==> src/rtl/mem_arbiter_if.sv <==
// mem_arbiter_if: bundle of the two requester ports and the shared memory
// port served by mem_arbiter.
//   req0/req1, we0/we1, addr0/addr1, wdata0/wdata1 : requester side, into arbiter
//   gnt0/gnt1, ack0/ack1, rdata, busy               : requester side, from arbiter
//   mem_addr, mem_wdata, mem_we                     : memory side, from arbiter
//   mem_rdata                                       : memory side, into arbiter
// slave  : the arbiter's view.
// master : the view of the surrounding system (requesters + memory).
interface mem_arbiter_if #(
    parameter int AW = 8,
    parameter int DW = 8
);
    logic          req0;
    logic          req1;
    logic          we0;
    logic          we1;
    logic [AW-1:0] addr0;
    logic [AW-1:0] addr1;
    logic [DW-1:0] wdata0;
    logic [DW-1:0] wdata1;
    logic          gnt0;
    logic          gnt1;
    logic          ack0;
    logic          ack1;
    logic [DW-1:0] rdata;
    logic          busy;
    logic [AW-1:0] mem_addr;
    logic [DW-1:0] mem_wdata;
    logic          mem_we;
    logic [DW-1:0] mem_rdata;

    modport slave (
        input  req0, req1, we0, we1, addr0, addr1, wdata0, wdata1, mem_rdata,
        output gnt0, gnt1, ack0, ack1, rdata, busy, mem_addr, mem_wdata, mem_we
    );

    modport master (
        output req0, req1, we0, we1, addr0, addr1, wdata0, wdata1, mem_rdata,
        input  gnt0, gnt1, ack0, ack1, rdata, busy, mem_addr, mem_wdata, mem_we
    );
endinterface

==> src/rtl/mem_arbiter.sv <==
// mem_arbiter: two-requester, round-robin arbiter for a single memory port.
// Port 0 is the CPU fetch/operand path, port 1 the loader/debug port.
// A granted access holds address/data/direction for ACCESS_CYCLES cycles
// (legal range 1..15), then returns read data with a one-cycle ack.
// Ports:
//   clk   : clock, rising edge
//   rst_n : asynchronous active-low reset
//   bus   : mem_arbiter_if.slave (requests, grants, acks, memory port)
module mem_arbiter #(
    parameter int AW            = 8,
    parameter int DW            = 8,
    parameter int ACCESS_CYCLES = 1
) (
    input  logic          clk,
    input  logic          rst_n,
    mem_arbiter_if.slave  bus
);

    typedef enum logic [1:0] {
        ST_IDLE = 2'd0,
        ST_BUSY = 2'd1,
        ST_RESP = 2'd2
    } state_t;

    localparam logic [3:0] CNT_LOAD = 4'(ACCESS_CYCLES - 1);

    state_t        r_state;
    state_t        w_state_nxt;

    logic          r_sel;
    logic          r_last;
    logic [3:0]    r_cnt;
    logic          r_we;
    logic [AW-1:0] r_addr;
    logic [DW-1:0] r_wdata;
    logic [DW-1:0] r_rdata;
    logic          r_gnt0;
    logic          r_gnt1;
    logic          r_ack0;
    logic          r_ack1;
    logic          r_busy;

    logic          w_any_req;
    logic          w_win;
    logic          w_final;
    logic          w_gnt0_nxt;
    logic          w_gnt1_nxt;
    logic          w_ack0_nxt;
    logic          w_ack1_nxt;
    logic          w_busy_nxt;
    logic          w_mem_we;

    assign w_any_req = bus.req0 | bus.req1;
    // On a tie the port that did not win last time gets the grant.
    assign w_win     = (bus.req0 & bus.req1) ? ~r_last : bus.req1;
    assign w_final   = (r_state == ST_BUSY) && (r_cnt == '0);

    // State register
    always_ff @(posedge clk or negedge rst_n) begin
        if (!rst_n) begin
            r_state <= ST_IDLE;
        end else begin
            r_state <= w_state_nxt;
        end
    end

    // Next-state logic
    always_comb begin
        w_state_nxt = r_state;
        case (r_state)
            ST_IDLE: if (w_any_req) w_state_nxt = ST_BUSY;
            ST_BUSY: if (w_final)   w_state_nxt = ST_RESP;
            ST_RESP: w_state_nxt = ST_IDLE;
            default: w_state_nxt = ST_IDLE;
        endcase
    end

    // Output logic: next values of the registered handshake outputs, plus
    // the write strobe, which is decoded from registered state only.
    always_comb begin
        w_gnt0_nxt = r_gnt0;
        w_gnt1_nxt = r_gnt1;
        w_busy_nxt = r_busy;
        w_ack0_nxt = 1'b0;
        w_ack1_nxt = 1'b0;
        w_mem_we   = 1'b0;
        case (r_state)
            ST_IDLE: begin
                if (w_any_req) begin
                    w_gnt0_nxt = ~w_win;
                    w_gnt1_nxt = w_win;
                    w_busy_nxt = 1'b1;
                end
            end
            ST_BUSY: begin
                if (w_final) begin
                    w_mem_we   = r_we;
                    w_ack0_nxt = ~r_sel;
                    w_ack1_nxt = r_sel;
                end
            end
            ST_RESP: begin
                w_gnt0_nxt = 1'b0;
                w_gnt1_nxt = 1'b0;
                w_busy_nxt = 1'b0;
            end
            default: begin
                w_gnt0_nxt = 1'b0;
                w_gnt1_nxt = 1'b0;
                w_busy_nxt = 1'b0;
            end
        endcase
    end

    // Datapath and registered outputs
    always_ff @(posedge clk or negedge rst_n) begin
        if (!rst_n) begin
            r_sel   <= 1'b0;
            r_last  <= 1'b1;
            r_cnt   <= '0;
            r_we    <= 1'b0;
            r_addr  <= '0;
            r_wdata <= '0;
            r_rdata <= '0;
            r_gnt0  <= 1'b0;
            r_gnt1  <= 1'b0;
            r_ack0  <= 1'b0;
            r_ack1  <= 1'b0;
            r_busy  <= 1'b0;
        end else begin
            r_gnt0 <= w_gnt0_nxt;
            r_gnt1 <= w_gnt1_nxt;
            r_ack0 <= w_ack0_nxt;
            r_ack1 <= w_ack1_nxt;
            r_busy <= w_busy_nxt;
            case (r_state)
                ST_IDLE: begin
                    if (w_any_req) begin
                        r_sel   <= w_win;
                        r_last  <= w_win;
                        r_we    <= w_win ? bus.we1    : bus.we0;
                        r_addr  <= w_win ? bus.addr1  : bus.addr0;
                        r_wdata <= w_win ? bus.wdata1 : bus.wdata0;
                        r_cnt   <= CNT_LOAD;
                    end
                end
                ST_BUSY: begin
                    if (r_cnt != '0) begin
                        r_cnt <= r_cnt - 4'd1;
                    end else begin
                        // Captured before the write lands, so a write
                        // returns the previous contents.
                        r_rdata <= bus.mem_rdata;
                    end
                end
                default: ;
            endcase
        end
    end

    assign bus.gnt0      = r_gnt0;
    assign bus.gnt1      = r_gnt1;
    assign bus.ack0      = r_ack0;
    assign bus.ack1      = r_ack1;
    assign bus.busy      = r_busy;
    assign bus.rdata     = r_rdata;
    assign bus.mem_addr  = r_addr;
    assign bus.mem_wdata = r_wdata;
    assign bus.mem_we    = w_mem_we;

endmodule

==> src/flat_wrapper.sv <==
// flat-port wrapper written by rule: the top's interface ports become plain ports
module mem_arbiter_flat 
#(
    parameter int AW            = 8,
    parameter int DW            = 8,
    parameter int ACCESS_CYCLES = 1
)
  (clk, rst_n, bus_req0, bus_req1, bus_we0, bus_we1, bus_addr0, bus_addr1, bus_wdata0, bus_wdata1, bus_mem_rdata, bus_gnt0, bus_gnt1, bus_ack0, bus_ack1, bus_rdata, bus_busy, bus_mem_addr, bus_mem_wdata, bus_mem_we);
  mem_arbiter_if #(.AW(AW), .DW(DW)) bus_i ();
  input  logic clk;
  input  logic rst_n;
  input wire logic [$bits(bus_i.req0)-1:0] bus_req0;
  input wire logic [$bits(bus_i.req1)-1:0] bus_req1;
  input wire logic [$bits(bus_i.we0)-1:0] bus_we0;
  input wire logic [$bits(bus_i.we1)-1:0] bus_we1;
  input wire logic [$bits(bus_i.addr0)-1:0] bus_addr0;
  input wire logic [$bits(bus_i.addr1)-1:0] bus_addr1;
  input wire logic [$bits(bus_i.wdata0)-1:0] bus_wdata0;
  input wire logic [$bits(bus_i.wdata1)-1:0] bus_wdata1;
  input wire logic [$bits(bus_i.mem_rdata)-1:0] bus_mem_rdata;
  output wire logic [$bits(bus_i.gnt0)-1:0] bus_gnt0;
  output wire logic [$bits(bus_i.gnt1)-1:0] bus_gnt1;
  output wire logic [$bits(bus_i.ack0)-1:0] bus_ack0;
  output wire logic [$bits(bus_i.ack1)-1:0] bus_ack1;
  output wire logic [$bits(bus_i.rdata)-1:0] bus_rdata;
  output wire logic [$bits(bus_i.busy)-1:0] bus_busy;
  output wire logic [$bits(bus_i.mem_addr)-1:0] bus_mem_addr;
  output wire logic [$bits(bus_i.mem_wdata)-1:0] bus_mem_wdata;
  output wire logic [$bits(bus_i.mem_we)-1:0] bus_mem_we;
  assign bus_i.req0 = bus_req0;
  assign bus_i.req1 = bus_req1;
  assign bus_i.we0 = bus_we0;
  assign bus_i.we1 = bus_we1;
  assign bus_i.addr0 = bus_addr0;
  assign bus_i.addr1 = bus_addr1;
  assign bus_i.wdata0 = bus_wdata0;
  assign bus_i.wdata1 = bus_wdata1;
  assign bus_i.mem_rdata = bus_mem_rdata;
  assign bus_gnt0 = bus_i.gnt0;
  assign bus_gnt1 = bus_i.gnt1;
  assign bus_ack0 = bus_i.ack0;
  assign bus_ack1 = bus_i.ack1;
  assign bus_rdata = bus_i.rdata;
  assign bus_busy = bus_i.busy;
  assign bus_mem_addr = bus_i.mem_addr;
  assign bus_mem_wdata = bus_i.mem_wdata;
  assign bus_mem_we = bus_i.mem_we;
  mem_arbiter #(.AW(AW), .DW(DW), .ACCESS_CYCLES(ACCESS_CYCLES)) u_core (.clk(clk), .rst_n(rst_n), .bus(bus_i));
endmodule
==> config.mk <==
export PLATFORM = sky130hd
export DESIGN_NAME = mem_arbiter_flat
export DESIGN_NICKNAME = d
export VERILOG_FILES = /design/src/rtl/mem_arbiter_if.sv /design/src/rtl/mem_arbiter.sv /design/src/flat_wrapper.sv
export SDC_FILE = /design/constraint.sdc
export NUM_CORES = 1
export LEC_CHECK = 0
export CAP_MARGIN = 15
export CORE_MARGIN = 2
export CORE_UTILIZATION = 42
export DETAILED_ROUTE_END_ITERATION = 6
export GPL_ROUTABILITY_DRIVEN = 0
export GPL_TIMING_DRIVEN = 0
export HOLD_SLACK_MARGIN = 0.1
export PLACE_DENSITY = 0.84
export REMOVE_ABC_BUFFERS = 1
export SYNTH_ARGS = -nofsm -noshare
export SYNTH_HDL_FRONTEND = slang
export SYNTH_SLANG_ARGS = --single-unit
==> constraint.sdc <==
create_clock -name clk -period 1.9 [get_ports clk]
set_input_delay 0.38 -clock clk [delete_from_list [all_inputs] [get_ports clk]]
set_output_delay 0.38 -clock clk [all_outputs]
set_load 0.02 [all_outputs]
Figure 1. Power grid.
(6 px per µm) Pins as bars on the die edge. Tap cells in grey.
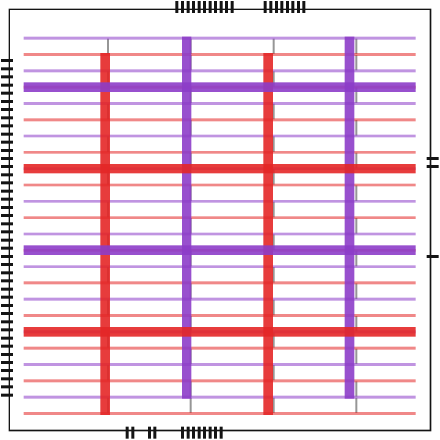
VSS: marked red. VDD: marked purple.
The core has 23 rows. 50 tap cells.
Die Wd: 70.0 µm
area of the core: 4090 µm²

Figure 2. Cell classes on the final placement.
(6 px per µm) Fill, decap, tap and diode cells in grey.
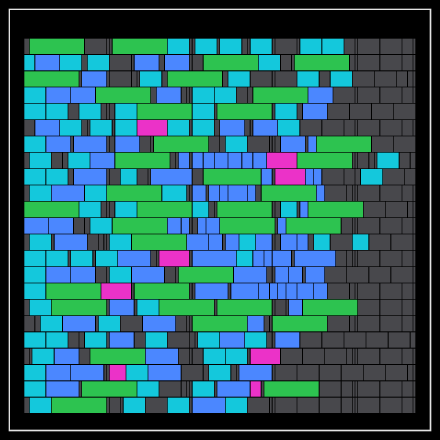
clock drivers and dummy loads: marked magenta, cells 8. other buffers and delay cells: marked cyan, cells 82. flops: marked green, cells 38. all other logic: marked blue, cells 90.

Figure 3. Routed clock nets over the placement.
(6 px per µm)
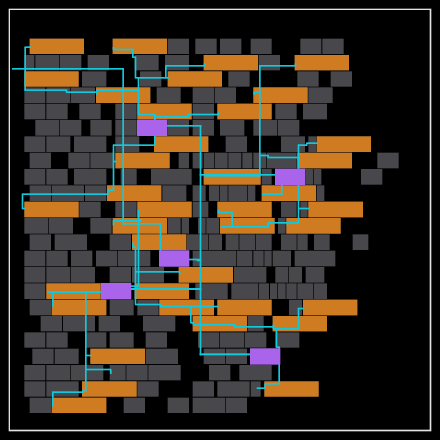
clock wires: marked cyan, length 486 µm. flip-flops: marked orange, count 38. cells driving clock nets: marked purple, count 5.
There are 6 routed clock nets.
Max Clock Skew: 0.00838 ns
Skew-Pair Late Insertion Delay: 0.29 ns
power in the clock group: 0.000582 W
portion of total power attributed to the clock network: 14.3%

==> flip-flops by register name, summed over array words and instances, names as in the netlist <==
register              count
u_core.bus.gnt1           1
u_core.bus.ack1           1
u_core.bus.gnt0           1
u_core.r_last             1
u_core.r_we               1
u_core.bus.ack0           1
u_core.r_state            2
u_core.bus.mem_wdata      8
u_core.r_sel              1
u_core.r_cnt              4
u_core.bus.mem_addr       8
u_core.bus.busy           1
u_core.bus.rdata          8
==> report_power, final <==
part	switching, W	total, W	internal [W]	leakage (nW)
sequential	0.000217	0.00140	0.00118	0.459
combinational	0.000939	0.00209	0.00115	0.677
clock	0.000290	0.000582	0.000292	0.0472
total	0.00145	0.00407	0.00263	1.18
==> routing by layer <==
metal	wire length [µm]	track usage [%]
met5	0	0
met4	63	6.41
met3	428	8.66
met2	1850	26.9
met1	1580	21.0
==> results.txt <==
Purpose: to document the outcome of synthesis and place and route.

Critical path
The endpoint type of the worst setup path is an output pin. The critical path class is register to output pin. Per the timing report, the most critical flop-to-flop path originates at u_core.r_cnt[1]. The worst setup path is launched from a register. The cell type group with the largest total delay on the critical path is flip-flops. The biggest cell delay along the critical path is 0.42 ns.

The last element of the critical path is bus_mem_we. The largest fanout on the critical path is 4.

Finish
The share of the core filled with cells in the final layout is 67.7%. The fill cell total of the finished layout is 272. Of the total standard cell area in the layout, the sequential portion is 34.4%. The layout report gives the multi-input gate share of total cell area as 30.1%. For this run, the number of standard cells in the final layout without fillers is 268. The area taken by multi-input combinational cells is reported as 832 µm².

Clock network
The clock passes through at most 2 buffers. Counting the buffers created by CTS gives 5. The number of levels the H-tree was split into is 2. On the reported timing paths, the clock transition at the registers reads 0.08 ns. Gates resized during post-CTS repair numbered 6.

Synthesis
The mux cell area share after synthesis is 29.2%. The number of instances in the synthesized netlist is roughly 130. For reference, XOR and XNOR gates occupy 0% of the area reported after synthesis.

The most common cell in the netlist is dfrtp_1. In the synthesis report, Yosys lists the chip area as 1830 µm². The fraction of post-synthesis cell area in the top cell type by area is approximately half. Among the non-sequential cells, multiplexers take the most area.

Job
The total of max-cap violations is 0.

Floorplan
The number of rows in the core area is 23. For this design the top-level I/O count stands at 76.

Timing
Checking max transition, the worst relative margin is between 40% and 50%. Per the final report, max-transition violations number 0. The final tally of setup violations is 0.

Status
The run finished with clean final reports.

GRT
The overflow left after global routing is 0. The number of global-route vias before repair is 1444.

Hold path
STA reports the tightest min-delay check as being of type input pin to async pin.
Power is estimated from default activity; no workload was simulated.
